==> config.mk <==
export PLATFORM = sky130hd
export DESIGN_NAME = zigzag_encryption
export DESIGN_NICKNAME = d
export VERILOG_FILES = /design/src/rtl/zigzag_pkg.sv /design/src/rtl/zigzag_index_gen.sv /design/src/rtl/zigzag_encryption.sv
export SDC_FILE = /design/constraint.sdc
export NUM_CORES = 1
export LEC_CHECK = 0
export CORE_MARGIN = 2
export CORE_UTILIZATION = 32
export CTS_CLUSTER_SIZE = 16
export DETAILED_ROUTE_END_ITERATION = 16
export GPL_TIMING_DRIVEN = 0
export PLACE_DENSITY = 0.47
export SYNTH_ARGS = -nofsm -noshare
export SYNTH_HDL_FRONTEND = slang
export SYNTH_HIERARCHICAL = 1
export SYNTH_SLANG_ARGS = --single-unit
==> constraint.sdc <==
create_clock -name clk -period 7.5 [get_ports clk]
set_clock_uncertainty 0.1 [all_clocks]
set_input_delay 1.5 -clock clk [delete_from_list [all_inputs] [get_ports clk]]
set_output_delay 1.5 -clock clk [all_outputs]
set_load 0.01 [all_outputs]
==> images/closeup.png <==
Window x 109 to 139, y 59 to 89 um. Cells in gray, sequential cells in the stronger gray; small squares are vias.
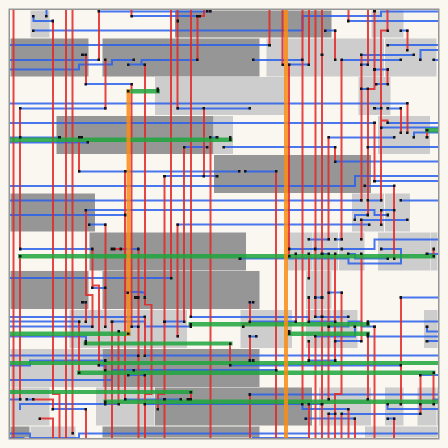
Key: M2 = red; M1 = blue; M4 = orange; M3 = green
Most frequent: edfxtp_1 (11), nor2_1 (5). 36 logic cells have their middle in the window. Sequential cells in the window: 11.

==> images/congestion_map.png <==
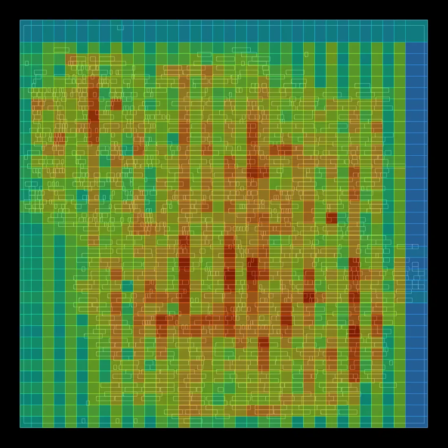
wire length per cell: 23.86 um
met2 usage: 26.19%
met3 global-route usage: 2.564%
gr busiest metal: met2

==> images/route_heat.png <==
(1.5 px per um) 25 x 25 tiles, from white (low) to dark blue (high), scaled to the fullest tile. Values are wire area over tile area, all layers added.
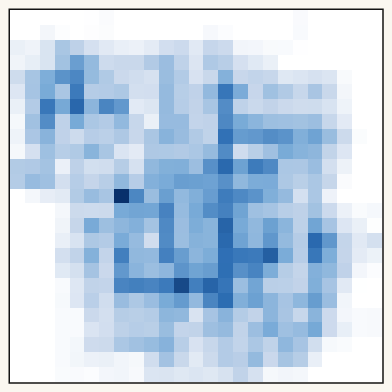
The mean over all tiles is 0.12. The emptiest ninth of the die: upper right. The densest ninth of the die: center.
gr usage total: 16.18%
WL final: 48.81 mm
DR vias: 10354

==> images/m4.png <==
(2 px per um) Supply wires on this layer in gray.
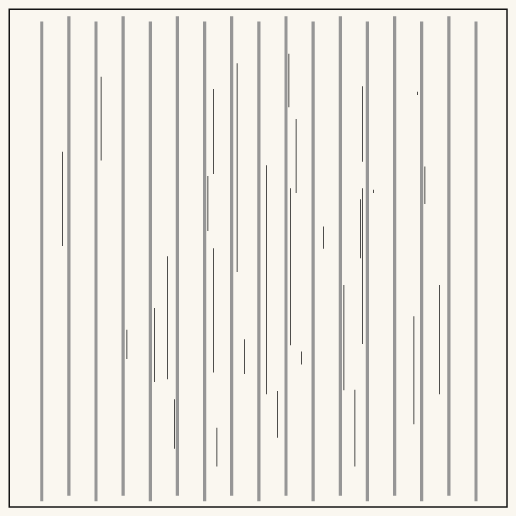
The longest straight run is 114 um. The layer carries 1160 um of wire.

==> images/gates.png <==
(2 px per um)
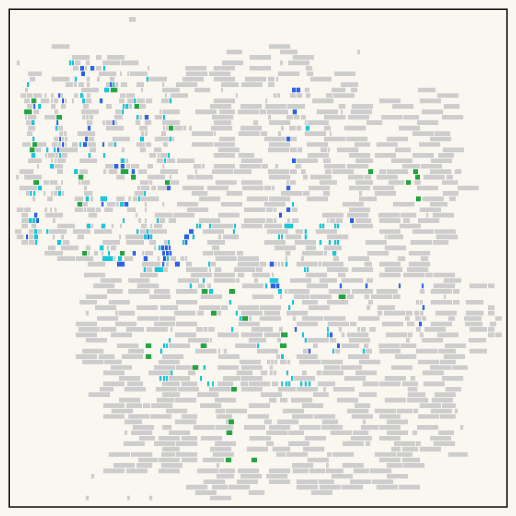
Key: nor cells = cyan [cells 136]; nand cells = blue [cells 65]; non-inverting ao/oa cells = green [cells 37]
final std cells w/o fill: 2046
Top cell excl fill/tap: edfxtp_1
fraction of area in multi-input gates: 24.61%

==> impl_metrics.tcl <==
# collected from the flow reports
set metrics [dict create \
    status "finished clean" \
    rrSetupSlack_ns 0.56 \
    gp_congestion 0.7894 \
    synth_top_flop_cell "edfxtp_1" \
    tritoncts "done" \
    drc_errors 0 \
    cts_buffers 49 \
    hold_viol 0 \
    postRouteAntennaNets 0 \
    netlist_area_um2 19070 \
    nNetsFinal 1292 \
    route.met2.wl_mm 23.12 \
    crit_path_start_kind "register" \
    place.detailed.hpwl_mm 32.98 \
    period_minus_slack_ns 6.941 \
    synth_cell_types 78 \
    fin_area_um2 22110 \
    avgSynthCellArea_um2 16.65 \
    place_area_um2 20460 \
    worstSetupPathType "register to register" \
    fp_util_pct 32.31 \
    layout_top_cells "edfxtp_1 (400), nor2_1 (101), mux4_2 (72)" \
    clock_path_buffers 3 \
    holdCritPathClass "register to register" \
    synth.area.top_cells "edfxtp_1 (63%), mux4_2 (8.5%), dfrtp_1 (5.6%)" \
    ys.flops 444 \
    clock.fmax_mhz 144.1 \
    postCtsHoldBufs 0 \
    rsz0062_at_grt "false" \
    syn_nets 1204 \
    yosysTopAreaCell "edfxtp_1" \
    slew_headroom_pct 31.55 \
    tightest_slew_ns 1.023 \
    min_path_cells 1 \
    finalPower_mw 8.390 \
    post-cts-setup-buffer-count 0 \
    enable_flop_cells 400 \
    top_layer "met5" \
    grt_max_degree 52 \
    yosys_cells 1145 \
    place_ws_ns 0.4021 \
    synthToLayoutAreaGrowth_pct 15.93 \
    ys_sh_aoi_pct 6.142 \
    post-route-util_pct 37.45 \
    slowest_stage "or3_1" \
    chipArea_um2 61560 \
    clkTransAtPathRegs_ns 0.05 \
    endpoint_kind "register" \
    met1Wirelength_mm 22.23 \
    antenna_found_initial 1 \
    die_h_um 248.1 \
    async_flop_share_pct 9.910 \
    period_used_pct 92.54 \
    grt_first_pass_wirelength_mm 71.73 \
    ys_warn_count 6 \
    drv_cap 0 \
    critPathRequiredTime_ns 7.90 \
    slew_violations 0 \
    use_met1_pct 22.57 \
    wl_met3_mm 2.293 \
    cts_resized 0 \
    finalWorstSetupSlack_ns 0.5593 \
    synthSimpleGateAreaFrac_pct 5.538 \
    critPathMaxStageDelay_ns 0.42 \
    clkSinkCount 444 \
    grt_overflow 0 \
    dp.cells 1955 \
    grt_pass1_vias 10462 \
    coreArea_um2 59020 \
    fin_hold_ws_ns 0.4018 \
    die_width_um 248.1 \
    peakVddDrop_uv 191.2 \
    cts-htree-levels 2 \
    clock_latency_ns 0.59 \
    io_pins 29 \
    r2r_cells 30 \
    arrival_ns 7.34 \
    synthMuxAreaShare_pct 12.64 \
    ys_seq_share_pct 68.77 \
    xor_area_share_pct 1.463 \
    syn_inst 1145 \
    finalSetupViolations 0 \
    logic_family "multiplexers" \
    crit_fanout 10 \
]
[logic make-up after synthesis]
kind of cell,Yosys count
AND-OR/OR-AND,162
flip-flops,444
multiplexers,149
buffers and inverters,102
AND/OR/NAND/NOR,217
adder cells (fa/ha/maj),40
XOR/XNOR,31
[cell type report]
cell class	count	area (um2)
flip-flops and latches	444	13110
plain buffers	54	342.8
fillers	5547	36910
well taps	773	967.2
multi-input cells	599	5439
diodes	1	2.502
inverters	48	180.2
clock buffers	59	1356
clock inverters	31	285.3
repair buffers	37	417.9
[cells in the mapped netlist, drive strengths merged (3+ instances only)]
cell type / count
o31ai: 4
clkbuf: 20
a22oi: 15
or3: 5
a211oi: 13
nor4: 5
a31oi: 7
or3b: 3
a21oi: 18
nand2b: 13
nand2: 24
mux4: 72
nand3: 17
buf: 34
xor2: 12
a21o: 5
xnor2: 19
o22ai: 5
o21a: 11
nor3: 13
and3: 6
o21ai: 31
mux2: 15
mux2i: 62
ha: 38
o21bai: 3
a22o: 8
edfxtp: 400
nand3b: 4
nor2: 101
inv: 48
nor2b: 13
a32oi: 7
o211ai: 7
dfrtp: 43
a211o: 5
nand4: 6
nor3b: 3
[worst max-delay path, delay by kind of cell, from the launching register on]
family | cells | cell delay, ns
and+or+nand+nor | 8 | 1.59
xor gates and xnor gates | 4 | 0.78
buffers and inverters | 4 | 0.68
adders and majority gates | 4 | 1.11
AOI/OAI and AO/OA | 9 | 1.90
muxes | 1 | 0.30
DFF | 1 | 0.40
[where the power goes]
part | internal [mW] | leakage, nW | switching (mW) | total [mW]
clock network | 1.46 | 0.820 | 0.992 | 2.45
registers | 2.86 | 4.17 | 0.0929 | 2.95
logic | 1.21 | 2.54 | 1.78 | 2.99
total | 5.53 | 7.53 | 2.86 | 8.39
Power and IR drop assume default switching activity.
